**src/rtl/instr_encoder_loader_pkg.sv**
```systemverilog
// Shared types and constants for the RV32I instruction encoder/loader.
// Format codes, opcodes, FSM states, ImmSrc codes and helpers.
package instr_encoder_loader_pkg;

  localparam logic [2:0] FMT_R = 3'd0;
  localparam logic [2:0] FMT_I = 3'd1;
  localparam logic [2:0] FMT_S = 3'd2;
  localparam logic [2:0] FMT_B = 3'd3;
  localparam logic [2:0] FMT_U = 3'd4;
  localparam logic [2:0] FMT_J = 3'd5;

  localparam logic [6:0] OP_LOAD   = 7'b0000011;
  localparam logic [6:0] OP_IMM    = 7'b0010011;
  localparam logic [6:0] OP_AUIPC  = 7'b0010111;
  localparam logic [6:0] OP_STORE  = 7'b0100011;
  localparam logic [6:0] OP_REG    = 7'b0110011;
  localparam logic [6:0] OP_LUI    = 7'b0110111;
  localparam logic [6:0] OP_BRANCH = 7'b1100011;
  localparam logic [6:0] OP_JALR   = 7'b1100111;
  localparam logic [6:0] OP_JAL    = 7'b1101111;

  localparam logic [1:0] IMMSRC_I = 2'b00;
  localparam logic [1:0] IMMSRC_B = 2'b01;
  localparam logic [1:0] IMMSRC_S = 2'b10;
  localparam logic [1:0] IMMSRC_J = 2'b11;

  typedef enum logic [2:0] {
    ST_IDLE   = 3'd0,
    ST_ACCEPT = 3'd1,
    ST_ENCODE = 3'd2,
    ST_WRITE  = 3'd3,
    ST_DONE   = 3'd4
  } state_e;

  typedef struct packed {
    logic [2:0]  fmt;
    logic [6:0]  opcode;
    logic [4:0]  rd;
    logic [4:0]  rs1;
    logic [4:0]  rs2;
    logic [2:0]  funct3;
    logic [6:0]  funct7;
    logic [31:0] imm;
  } fields_t;

  // ImmSrc the decoder derives from an opcode
  function automatic logic [1:0] imm_src_of(
    input logic [6:0] op
  );
    logic [1:0] s;
    s = IMMSRC_I;
    unique case (1'b1)
      (op == OP_BRANCH): s = IMMSRC_B;
      (op == OP_STORE):  s = IMMSRC_S;
      (op == OP_JAL):    s = IMMSRC_J;
      default:           s = IMMSRC_I;
    endcase
    return s;
  endfunction

  function automatic logic fmt_legal(
    input logic [2:0] f
  );
    return f <= FMT_J;
  endfunction

endpackage

```
**src/rtl/instr_field_packer.sv**
```systemverilog
// Combinational RV32I field packer with optional immediate range check.
// IMM_RANGE_CHECK_EN: flag immediates that do not fit their format.
module instr_field_packer
  import instr_encoder_loader_pkg::*;
(
  input  fields_t     f,
  output logic [31:0] word,
  output logic        fmt_bad,
  output logic        range_err
);

  // Assemble the instruction word for the selected format
  always_comb begin
    word    = '0;
    fmt_bad = !fmt_legal(f.fmt);
    unique case (1'b1)
      (f.fmt == FMT_R):
        word = {f.funct7, f.rs2, f.rs1,
                f.funct3, f.rd, f.opcode};
      (f.fmt == FMT_I):
        word = {f.imm[11:0], f.rs1,
                f.funct3, f.rd, f.opcode};
      (f.fmt == FMT_S):
        word = {f.imm[11:5], f.rs2, f.rs1,
                f.funct3, f.imm[4:0], f.opcode};
      (f.fmt == FMT_B):
        word = {f.imm[12], f.imm[10:5],
                f.rs2, f.rs1, f.funct3,
                f.imm[4:1], f.imm[11], f.opcode};
      (f.fmt == FMT_U):
        word = {f.imm[31:12], f.rd, f.opcode};
      (f.fmt == FMT_J):
        word = {f.imm[20], f.imm[10:1],
                f.imm[11], f.imm[19:12],
                f.rd, f.opcode};
      default:
        word = '0;
    endcase
  end

`ifdef IMM_RANGE_CHECK_EN
  logic signed [31:0] simm;
  assign simm = f.imm;

  // Flag immediates that would lose bits when packed
  always_comb begin
    range_err = 1'b0;
    unique case (1'b1)
      (f.fmt == FMT_I),
      (f.fmt == FMT_S):
        range_err = (simm < -32'sd2048)
                  || (simm > 32'sd2047);
      (f.fmt == FMT_B):
        range_err = (simm < -32'sd4096)
                  || (simm > 32'sd4094)
                  || f.imm[0];
      (f.fmt == FMT_U):
        range_err = (f.imm[11:0] != 12'd0);
      (f.fmt == FMT_J):
        range_err = (simm < -32'sd1048576)
                  || (simm > 32'sd1048574)
                  || f.imm[0];
      default:
        range_err = 1'b0;
    endcase
  end
`else
  assign range_err = 1'b0;
`endif

endmodule

```
**src/rtl/instr_encoder_loader.sv**
```systemverilog
// Packs RV32I field bundles and writes them to instruction memory.
// IMM_RANGE_CHECK_EN enables immediate range checking in the packer.
module instr_encoder_loader
  import instr_encoder_loader_pkg::*;
#(
  parameter int ADDR_W = 8,
  parameter int DEPTH  = 256
) (
  input  logic              clk,
  input  logic              rst_n,
  input  logic              start,
  input  logic [ADDR_W-1:0] base_addr,
  input  logic              in_valid,
  output logic              in_ready,
  input  logic              in_last,
  input  logic [2:0]        fmt,
  input  logic [6:0]        opcode,
  input  logic [4:0]        rd,
  input  logic [4:0]        rs1,
  input  logic [4:0]        rs2,
  input  logic [2:0]        funct3,
  input  logic [6:0]        funct7,
  input  logic [31:0]       imm,
  output logic              mem_we,
  output logic [ADDR_W-1:0] mem_addr,
  output logic [31:0]       mem_wdata,
  output logic              busy,
  output logic              done,
  output logic              err,
  output logic [ADDR_W:0]   count
);

  localparam logic [ADDR_W:0] DEPTH_C =
    DEPTH[ADDR_W:0];

  state_e      state;
  state_e      state_nx;
  fields_t     fld;
  logic        last_q;
  logic [31:0] word;
  logic        fmt_bad;
  logic        range_err;
  logic        full;
  logic        enc_err;

  instr_field_packer u_packer (
    .f         (fld),
    .word      (word),
    .fmt_bad   (fmt_bad),
    .range_err (range_err)
  );

  assign full    = (count == DEPTH_C);
  assign enc_err = fmt_bad | full | range_err;

  // State register
  always_ff @(posedge clk) begin
    if (!rst_n) state <= ST_IDLE;
    else        state <= state_nx;
  end

  // Next-state logic
  always_comb begin
    state_nx = state;
    unique case (state)
      ST_IDLE:
        if (start) state_nx = ST_ACCEPT;
      ST_ACCEPT:
        if (in_valid) state_nx = ST_ENCODE;
      ST_ENCODE:
        state_nx = enc_err ? ST_DONE : ST_WRITE;
      ST_WRITE:
        state_nx = last_q ? ST_DONE : ST_ACCEPT;
      ST_DONE:
        state_nx = ST_IDLE;
      default:
        state_nx = ST_IDLE;
    endcase
  end

  // Per-state outputs
  always_comb begin
    in_ready = (state == ST_ACCEPT);
    mem_we   = (state == ST_WRITE);
    busy     = (state == ST_ACCEPT)
            || (state == ST_ENCODE)
            || (state == ST_WRITE);
  end

  // Session datapath: capture, encode, address/count, flags
  always_ff @(posedge clk) begin
    if (!rst_n) begin
      fld       <= '0;
      last_q    <= 1'b0;
      mem_addr  <= '0;
      mem_wdata <= '0;
      count     <= '0;
      done      <= 1'b0;
      err       <= 1'b0;
    end else begin
      unique case (state)
        ST_IDLE: begin
          if (start) begin
            done     <= 1'b0;
            err      <= 1'b0;
            count    <= '0;
            mem_addr <= base_addr;
          end
        end
        ST_ACCEPT: begin
          if (in_valid) begin
            fld <= '{fmt:    fmt,
                     opcode: opcode,
                     rd:     rd,
                     rs1:    rs1,
                     rs2:    rs2,
                     funct3: funct3,
                     funct7: funct7,
                     imm:    imm};
            last_q <= in_last;
          end
        end
        ST_ENCODE: begin
          if (enc_err) begin
            err  <= 1'b1;
            done <= 1'b1;
          end else begin
            mem_wdata <= word;
          end
        end
        ST_WRITE: begin
          count    <= count + 1'b1;
          mem_addr <= mem_addr + 1'b1;
          if (last_q) done <= 1'b1;
        end
        default: ;
      endcase
    end
  end

endmodule

```
**config.mk**
```make
export PLATFORM = sky130hd
export DESIGN_NAME = instr_encoder_loader
export DESIGN_NICKNAME = d
export VERILOG_FILES = /design/src/rtl/instr_encoder_loader_pkg.sv /design/src/rtl/instr_field_packer.sv /design/src/rtl/instr_encoder_loader.sv
export SDC_FILE = /design/constraint.sdc
export NUM_CORES = 1
export LEC_CHECK = 0
export CORE_AREA = 2 2 91 136
export CTS_CLUSTER_DIAMETER = 40
export DETAILED_ROUTE_END_ITERATION = 10
export DIE_AREA = 0 0 93 138
export DONT_BUFFER_PORTS = 1
export SLEW_MARGIN = 40
export SYNTH_ARGS = -nofsm -noshare
export SYNTH_HDL_FRONTEND = slang
export SYNTH_SLANG_ARGS = --single-unit
```
**constraint.sdc**
```tcl
create_clock -name clk -period 1.7 [get_ports clk]
set_input_delay 0.34 -clock clk [delete_from_list [all_inputs] [get_ports clk]]
set_output_delay 0.34 -clock clk [all_outputs]
set_load 0.01 [all_outputs]
```
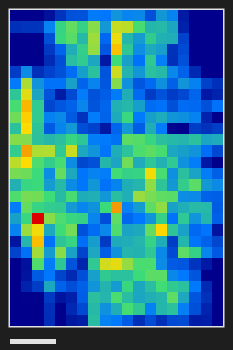
route_heat.png
Scale bar: 20 µm. The die is cut into 19 by 28 equal tiles; dark blue is low, red is high, scaled to the fullest tile. Values are wire area over tile area, all layers added.
emptiest ninth of the die: north-east
fullest tile: 0.57
tiles over half the peak: 15%
densest ninth of the die: west
nearly empty tiles: 10%
Total Wirelength: 13800 µm
via count: 4397
GRT Total Usage: 0.214

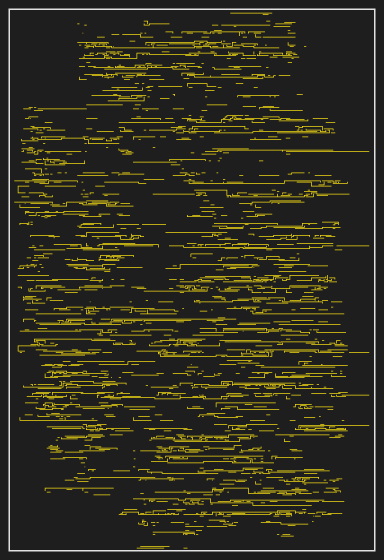
m1.png
share of all routed wire: 39%
longest straight run: 31.7 µm
wire length on this layer: 5350 µm
met1 usage: 0.234

==> run_results.csv <==
group,metric,value,unit
grt,top_usage_layer,"met2",
synth,yosysCellCount,624,
cts,cts_tree,"done",
finish,n_all_inverters,7,
routing,postRouteAntennaNets,0,
finish,logic_area,0.00259,mm²
synth,syn_avg_cell_area,8.22,µm²
setup_path,r2r-end,"mem_wdata[26]",
synth,synth.distinct_cells,50,
placed_design,dpl_worst_slack,-0.0549,ns
finish,diodes,0,
timing,fin_skew,0.00832,ns
timing,finalCriticalPeriod,1.77,ns
grt,grtUsageMet3,0.0785,
finish,fillers,1131,
setup_path,cp_slowest_cell,"or4bb_4",
routing,wl_met2,7270,µm
cts,cts.sinks,122,
timing,tightest_slew,0.663,ns
synth,synthArstFlopShare,0,
timing,timing.hold.ws,0.0489,ns
finish,drive_gt1_frac,0.217,
routing,via_per_inst,5.47,
die,die-area,0.0128,mm²
cts,clockBufferDepth,2,
grt,antenna_found_initial,0,
finish,buf_share,0.0745,
routing,avgRoutedWirePerCell,17.2,µm
finish,top_area_cell_class,"combinational gates",
power_and_ir_drop,total_power,0.00853,W
finish,design.seq.count,122,
placed_design,placed_cell_area,0.00549,mm²
routing,dr.first_iter.drc_count,181,
synth,yosysSeqAreaShare,0.476,
setup_path,critical_path_class,"register to register",
die,fp-row-count,49,
hold_path,min-delay-start,"rst_n",
setup_path,rrSetupSlack,-0.07,ns
hold_path,whs_endpoint,"mem_wdata[30]",
synth,synthTopCellsByCount,"nand2_1, dfxtp_1, a21oi_1, nor2_1",
finish,area_growth,23.9,%
run,tool_warnings,30,
timing,setup_viol,33,
timing,rsz0062_at_grt,"true",
finish,comb_share,0.408,
setup_path,crit_chain,"inv_2, ha_4, or4bb_4, o211a_4, clkbuf_16, o21ai_2, a31oi_1",
power_and_ir_drop,p_sw,0.00226,W
synth,ys_chip_area,0.00513,mm²
setup_path,r2r-start,"count[1]",
grt,grt_max_degree,57,
die,ioPinCount,134,
routing,wl_met3,984,µm
grt,grt_pass1_wl,21800,µm
setup_path,critPathCapture,"mem_wdata[26]",
status,status,"complete, but fails checks",
die,fp.dieW,93,µm
die,core,0.0118,mm²
status,violations,"setup timing",
grt,overflow,0,
grt,grt_util_met2,0.378,
timing,max_freq,0.565,GHz
synth,edf_count,0,
synth,largest_area_cell,"dfxtp_1",
setup_path,crit_path_end_kind,"register",
cts,htreeDepth,4,
setup_path,critPathLaunchType,"register",
synth,syn_inst,624,
routing,drt_pass1_iterations,5,
setup_path,max_stage_delay,0.46,ns
timing,finalSetupTns,-1.42,ns
finish,lay_top_cells,"nand2_1, dfxtp_1, a21oi_1, buf_4, nor2_1",
placed_design,place_inst,771,
finish,layout.nets,723,
hold_path,whs_path_depth,2,
power_and_ir_drop,pwr-share-seq,0.402,
setup_path,cp.required,1.99,ns
cts,cts-root-buf,"clkbuf_16",
setup_path,crit_arrival,2.05,ns
finish,nClkBuffers,24,
finish,clk_share,0.0979,
setup_path,crit_cells,7,
synth,yosysTopAreaCellShare,0.476,
timing,fin_crit_sh,1.04,
timing,worst_slack,-0.0695,ns
die,n_tap_cell,153,
grt,grt_pass1_vias,4363,
placed_design,dp_hpwl,9500,µm
finish,post-route-cell-area,0.00635,mm²
cts,cts_buffers,17,
power_and_ir_drop,leakage,2.21,nW
cts,clock_latency,0.40,ns
setup_path,worstPathBufferInverterCount,2,
synth,synth.cell_area,0.00513,mm²
hold_path,hold_class,"input port to register",
power_and_ir_drop,power_density,1340,mW/mm²
power_and_ir_drop,p_int,0.00627,W
die,fp_util,0.436,
cts,cts_resized,12,
setup_path,critical-path-top-delay-family,"AND-OR/OR-AND gates",
==> logic make-up (layout without fill, tap and decap cells) <==
kind of cell,Yosys count,in the layout,synth area share
simple gates,258,258,0.222
compound gates,167,167,0.198
flops,122,122,0.476
buf+inv,53,80,0.0537
mux,20,20,0.0412
fa+ha+maj,3,3,0.00732
xor+xnor,1,1,0.00171
==> power groups by stage <==
stage / registers [W] / clock network, W / logic [W]
after CTS: 0.00341 / 0.00378 / 0.00130
after floorplan: 0.00337 / 0 / 0.000943
after global routing: 0.00346 / 0.00393 / 0.00153
final: 0.00343 / 0.00372 / 0.00138
after global placement: 0.00346 / 0 / 0.00123
after detailed placement: 0.00347 / 0 / 0.00126
==> flip-flops by register name (all words and copies together) (netlist names) <==
register and cells:
count 9, done 1, err 1, fld 67, last_q 1, mem_addr 8, mem_wdata 32, state 3
Power is estimated from default activity; no workload was simulated.
